**Sizing map**

The bar under the picture is 20 um long.
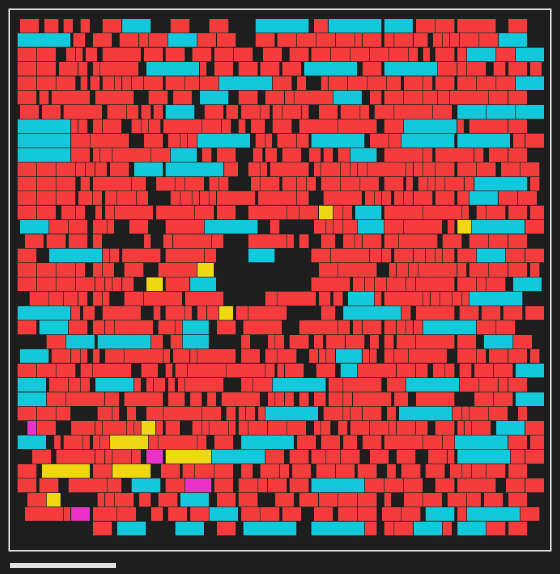
**Routing congestion**

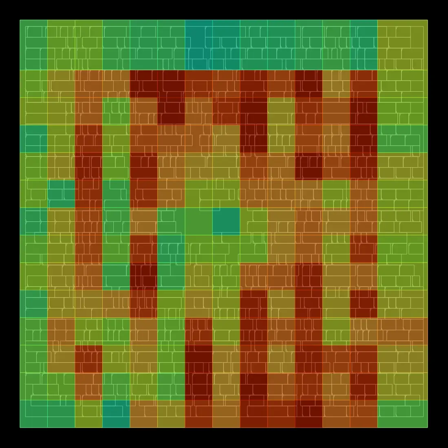
**The metal 2 layer**

The bar under the picture is 20 um long.
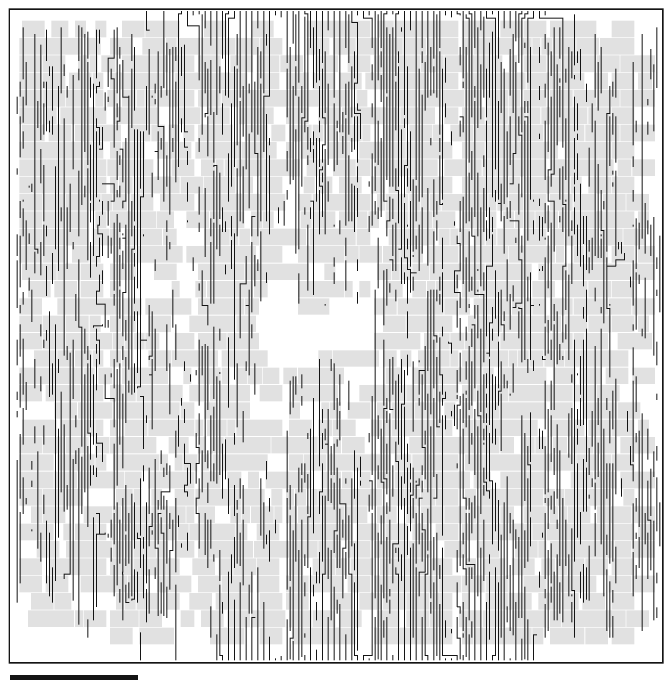
`config.mk`:
```
export PLATFORM = sky130hd
export DESIGN_NAME = hilo_ctrl
export DESIGN_NICKNAME = d
export VERILOG_FILES = /design/src/rtl/hilo_ctrl.sv
export SDC_FILE = /design/constraint.sdc
export NUM_CORES = 1
export LEC_CHECK = 0
export CAP_MARGIN = 40
export CORE_UTILIZATION = 42
export DETAILED_ROUTE_END_ITERATION = 10
export GPL_ROUTABILITY_DRIVEN = 0
export MAX_ROUTING_LAYER = met4
export PLACE_DENSITY_LB_ADDON = 0.12
export SYNTH_ARGS = -nofsm -noshare
export SYNTH_HDL_FRONTEND = slang
export SYNTH_SLANG_ARGS = --single-unit
```
`constraint.sdc`:
```
create_clock -name clk -period 5.9 [get_ports clk]
set_clock_uncertainty 0.2 [all_clocks]
set_input_delay 1.475 -clock clk [delete_from_list [all_inputs] [get_ports clk]]
set_output_delay 1.475 -clock clk [all_outputs]
set_load 0.1 [all_outputs]
```
`src/rtl/hilo_ctrl.sv`:
```
// -----------------------------------------------------------------------------
// hilo_ctrl
//
// Sequencing and result-holding stage that sits behind the Booth multiplier
// and the sibling divider. A start request from the control unit picks one
// arithmetic unit, gives it a one-cycle clear, then holds its run enable until
// the unit reports done. The unit's 64-bit result is latched into the
// architectural HI/LO registers. While an operation is in flight the pipeline
// is stalled through busy. mthi/mtlo writes are serviced whenever no
// operation is in flight. HI/LO are exposed directly so that mfhi/mflo can
// read them combinationally.
//
// Ports:
//   clk, reset           clock and synchronous active-high reset
//   start_mult/start_div one-cycle start requests (mult has priority)
//   mthi, mtlo, wr_data  direct architectural writes to HI/LO
//   mult_hi/lo/done      multiplier result words and level done flag
//   div_hi/lo/done       divider remainder/quotient and level done flag
//   mult_clr, div_clr    one-cycle clear to the selected unit
//   mult_init, div_init  run enable to the selected unit (level)
//   hi_q, lo_q           architectural HI/LO registers
//   busy                 pipeline stall request
//   done                 one-cycle pulse: new result visible in HI/LO
//   timeout_err          sticky flag: a run was aborted on timeout
//
// Every output comes either straight from a flop or from a decode of the
// registered state and unit selection, so there is no combinational path
// from any input to any output.
// -----------------------------------------------------------------------------
module hilo_ctrl #(
  parameter int TIMEOUT_CYCLES = 40,
  parameter int CNT_W          = 6
) (
  input  logic        clk,
  input  logic        reset,
  input  logic        start_mult,
  input  logic        start_div,
  input  logic        mthi,
  input  logic        mtlo,
  input  logic [31:0] wr_data,
  input  logic [31:0] mult_hi,
  input  logic [31:0] mult_lo,
  input  logic        mult_done,
  input  logic [31:0] div_hi,
  input  logic [31:0] div_lo,
  input  logic        div_done,
  output logic        mult_clr,
  output logic        mult_init,
  output logic        div_clr,
  output logic        div_init,
  output logic [31:0] hi_q,
  output logic [31:0] lo_q,
  output logic        busy,
  output logic        done,
  output logic        timeout_err
);

  typedef enum logic [1:0] {
    IDLE  = 2'd0,
    CLEAR = 2'd1,
    RUN   = 2'd2,
    DONE  = 2'd3
  } state_t;

  typedef enum logic {
    SEL_MULT = 1'b0,
    SEL_DIV  = 1'b1
  } sel_t;

  // Last RUN cycle count value before the run is abandoned.
  localparam logic [CNT_W-1:0] CNT_LAST = CNT_W'(TIMEOUT_CYCLES - 1);

  state_t           state_q, state_d;
  sel_t             sel_q, sel_d;
  logic [CNT_W-1:0] cnt_q, cnt_d;
  logic [31:0]      hi_d, lo_d;
  logic             timeout_err_q, timeout_err_d;

  // Done flag and result words of whichever unit is currently selected; the
  // other unit's outputs never influence HI/LO or the sequencing.
  logic        unit_done;
  logic [31:0] unit_hi;
  logic [31:0] unit_lo;

  // Route the selected unit's handshake and result into one common view so
  // the sequencer below does not need to care which unit is running.
  always_comb begin
    unit_done = mult_done;
    unit_hi   = mult_hi;
    unit_lo   = mult_lo;
    if (sel_q == SEL_DIV) begin
      unit_done = div_done;
      unit_hi   = div_hi;
      unit_lo   = div_lo;
    end
  end

  // State register plus HI/LO and the bookkeeping flops. Reset returns the
  // block to IDLE with the multiplier selected and wipes HI/LO, which also
  // abandons any run that happens to be in flight.
  always_ff @(posedge clk) begin
    if (reset) begin
      state_q       <= IDLE;
      sel_q         <= SEL_MULT;
      cnt_q         <= '0;
      hi_q          <= '0;
      lo_q          <= '0;
      timeout_err_q <= 1'b0;
    end else begin
      state_q       <= state_d;
      sel_q         <= sel_d;
      cnt_q         <= cnt_d;
      hi_q          <= hi_d;
      lo_q          <= lo_d;
      timeout_err_q <= timeout_err_d;
    end
  end

  // Next-state and register update logic. Everything holds by default; each
  // state only overrides what it actually changes.
  always_comb begin
    state_d       = state_q;
    sel_d         = sel_q;
    cnt_d         = cnt_q;
    hi_d          = hi_q;
    lo_d          = lo_q;
    timeout_err_d = timeout_err_q;

    case (state_q)
      IDLE: begin
        // Direct writes land at this edge. If a start comes in the same
        // cycle, the unit's result later overwrites whatever was written.
        if (mthi) hi_d = wr_data;
        if (mtlo) lo_d = wr_data;
        if (start_mult) begin
          sel_d   = SEL_MULT;
          state_d = CLEAR;
        end else if (start_div) begin
          sel_d   = SEL_DIV;
          state_d = CLEAR;
        end
      end

      CLEAR: begin
        cnt_d   = '0;
        state_d = RUN;
      end

      RUN: begin
        cnt_d = cnt_q + CNT_W'(1);
        // A done seen on the very last allowed cycle still counts as a
        // successful run, so it is tested ahead of the timeout.
        if (unit_done) begin
          hi_d    = unit_hi;
          lo_d    = unit_lo;
          state_d = DONE;
        end else if (cnt_q == CNT_LAST) begin
          timeout_err_d = 1'b1;
          state_d       = IDLE;
        end
      end

      DONE: begin
        // Writes are honoured here too, but a start is not: the requester
        // sees busy low and must ask again once we are back in IDLE.
        if (mthi) hi_d = wr_data;
        if (mtlo) lo_d = wr_data;
        state_d = IDLE;
      end

      default: begin
        state_d = IDLE;
      end
    endcase
  end

  // Output decode from registered state only.
  assign mult_clr    = (state_q == CLEAR) && (sel_q == SEL_MULT);
  assign div_clr     = (state_q == CLEAR) && (sel_q == SEL_DIV);
  assign mult_init   = (state_q == RUN)   && (sel_q == SEL_MULT);
  assign div_init    = (state_q == RUN)   && (sel_q == SEL_DIV);
  assign busy        = (state_q == CLEAR) || (state_q == RUN);
  assign done        = (state_q == DONE);
  assign timeout_err = timeout_err_q;

endmodule

```
==> metrics.csv <==
stage;metric;value;unit
die;# IOs;239;
setup_path;Startpoint Class;flip-flop;
final_timing;WHS;0.273;ns
setup_path;critical path arrival;2.31;ns
final_timing;fin. max-slew vios;0;
die;die height;102;um
hold_path;HP Class;flip-flop to flip-flop;
final_timing;fin crit period;3.98;ns
cts;hold buffers post-CTS;0;
setup_path;R2R depth;9;
pwr;top power group;combinational cells;
synthesis;cell count listed in synth_stat.txt;524;
synthesis;number of enable flip-flop cells;0;
setup_path;worst-path fanout max;8;
placement;DP Wirelength;12600;um
final_timing;Hold Fails Final Rpt;0;
cts;CTS tree;built;
synthesis;Yosys chip area;4220;um2
final_timing;Slew @ Worst Pin;0.995;ns
cts;worst-case clock buffer depth;2;
final_timing;fmax;251;MHz
pwr;power share of the combinational group;76.3;%
cts;clk ins delay skew pair;0.33;ns
synthesis;largest cells by area after synthesis;dfxtp_1 (35%), mux2i_1 (16%), nand2b_1 (9.5%);
route;number of remaining DRC errors;0;
setup_path;flop2flop setup slack;2.56;ns
hold_path;Worst Hold Path EP;lo_q[5];
final_layout;Combinational Area;2560;um2
grt;GRT overflow;0;
cts;CTS root buffer;clkbuf_8;
setup_path;delay-heaviest family, CP;buffers and inverters;
die;die outline width;102;um
route;Routed Antenna Nets;0;
synthesis;Yosys top cell by instances;dfxtp_1;
cts;post-CTS sizing;0;
route;DRT Pass-1 Iters;4;
final_timing;RSZ-0062 raised after global routing;false;
setup_path;buffer and inverter count on the worst path;4;
pwr;Sw Share;53.2;%
run;max-cap violations;0;
final_layout;Seq. cell area;1490;um2
pwr;Net Switching;3.03;mW
final_layout;flop count;74;
grt;vias in the first global route;5118;
synthesis;synth unique cells;31;
cts;H-tree levels;3;
setup_path;worst path cell trace;inv_1 > ha_1 > inv_1 > nor2_1 > clkdlybuf4s50_1 > buf_8;
synthesis;tally of yosys warning messages;0;
grt;initial antenna violation count;0;
pwr;Clk. pwr;445;uW
synthesis;ys flops;74;
final_layout;# clk buffers;11;
final_layout;logic share of the area;30.5;%
pwr;Seq pwr share;15.9;%
final_timing;TNS Setup;0;ns
final_layout;Area-dominant class;buffers;
cts;Sink Count;74;
final_layout;dominant logic cell type in the layout;clkdlybuf4s50_1;
cts;TritonCTS buffer count;9;
status;status;finished clean;
setup_path;Setup CP Type;flip-flop to output port;
placement;IO Port Bufs;238;
synthesis;Floorplan Nets;697;
die;TAP cells;133;
final_timing;Final Cycle Share;67.5;%
die;cell row count;36;
setup_path;crit path max-delay cell type;clkdlybuf4s50_1;
pwr;P_int;2.67;mW
placement;placed instance count;929;
placement;Placed Area;8160;um2
final_layout;NonClk Buf Share;47.0;%
final_layout;n_diodes;0;
final_layout;Layout Nets;980;
pwr;sequential logic power;905;uW
setup_path;CP Depth;6;
synthesis;share of synthesized registers carrying an async set or reset;0;%
pwr;maximum vdd ir drop;0.000532;V
route;vias per cell;5.28;
final_layout;Finished Layout Cells;945;
setup_path;CP Capture Type;output port;
## Picture notes: 'sizing map'
size	color	cells	share
_2 cells	magenta	4	0.49%
_3 and _4 cells	yellow	11	1.4%
_0 and _1 cells	red	712	88%
_6 and larger	cyan	85	10%
final instance area: 8390 um2
final worst slack: 1.92 ns
Non-CTS buffers: 315
synthesis-to-finish area growth: 98.7%

## Picture notes: 'routing congestion'
GR Layer Usage met3: 5.06%
M1 GR Usage: 31.6%
met2 usage: 58.6%
DR WL/cell: 17.4 um
Tot GR Track Use: 31.3%

## Picture notes: 'the metal 2 layer'
longest straight run	48.3 um
nets with wire on the layer	863
main direction	vertical
wire length on this layer	8820 um
total wire length: 16400 um
via count: 4989

cell families after synthesis:
kind of cell             Yosys count  share of synthesized area [%]
AND-OR/OR-AND                    173                           23.6
AND/OR/NAND/NOR                  153                           18.0
flip-flops                        74                           35.1
multiplexers                      68                           16.2
buffers and inverters             46                           4.62
XOR/XNOR                           5                           1.04
adder cells (fa/ha/maj)            5                           1.48
routing by layer:
layer | global-route usage, % | routed length (um)
met5 | - | 0
met4 | 14.4 | 558
met2 | 58.6 | 8820
met3 | 5.06 | 1050
met1 | 31.6 | 6000
flip-flops by register name, indices dropped and copies added (netlist names):
| signal | count |
|---|---|
| hi_q | 32 |
| cnt_q | 6 |
| lo_q | 32 |
| state_q | 2 |
| timeout_err | 1 |
| sel_q | 1 |
No activity file was given, so power comes from the tool's default toggle rates.
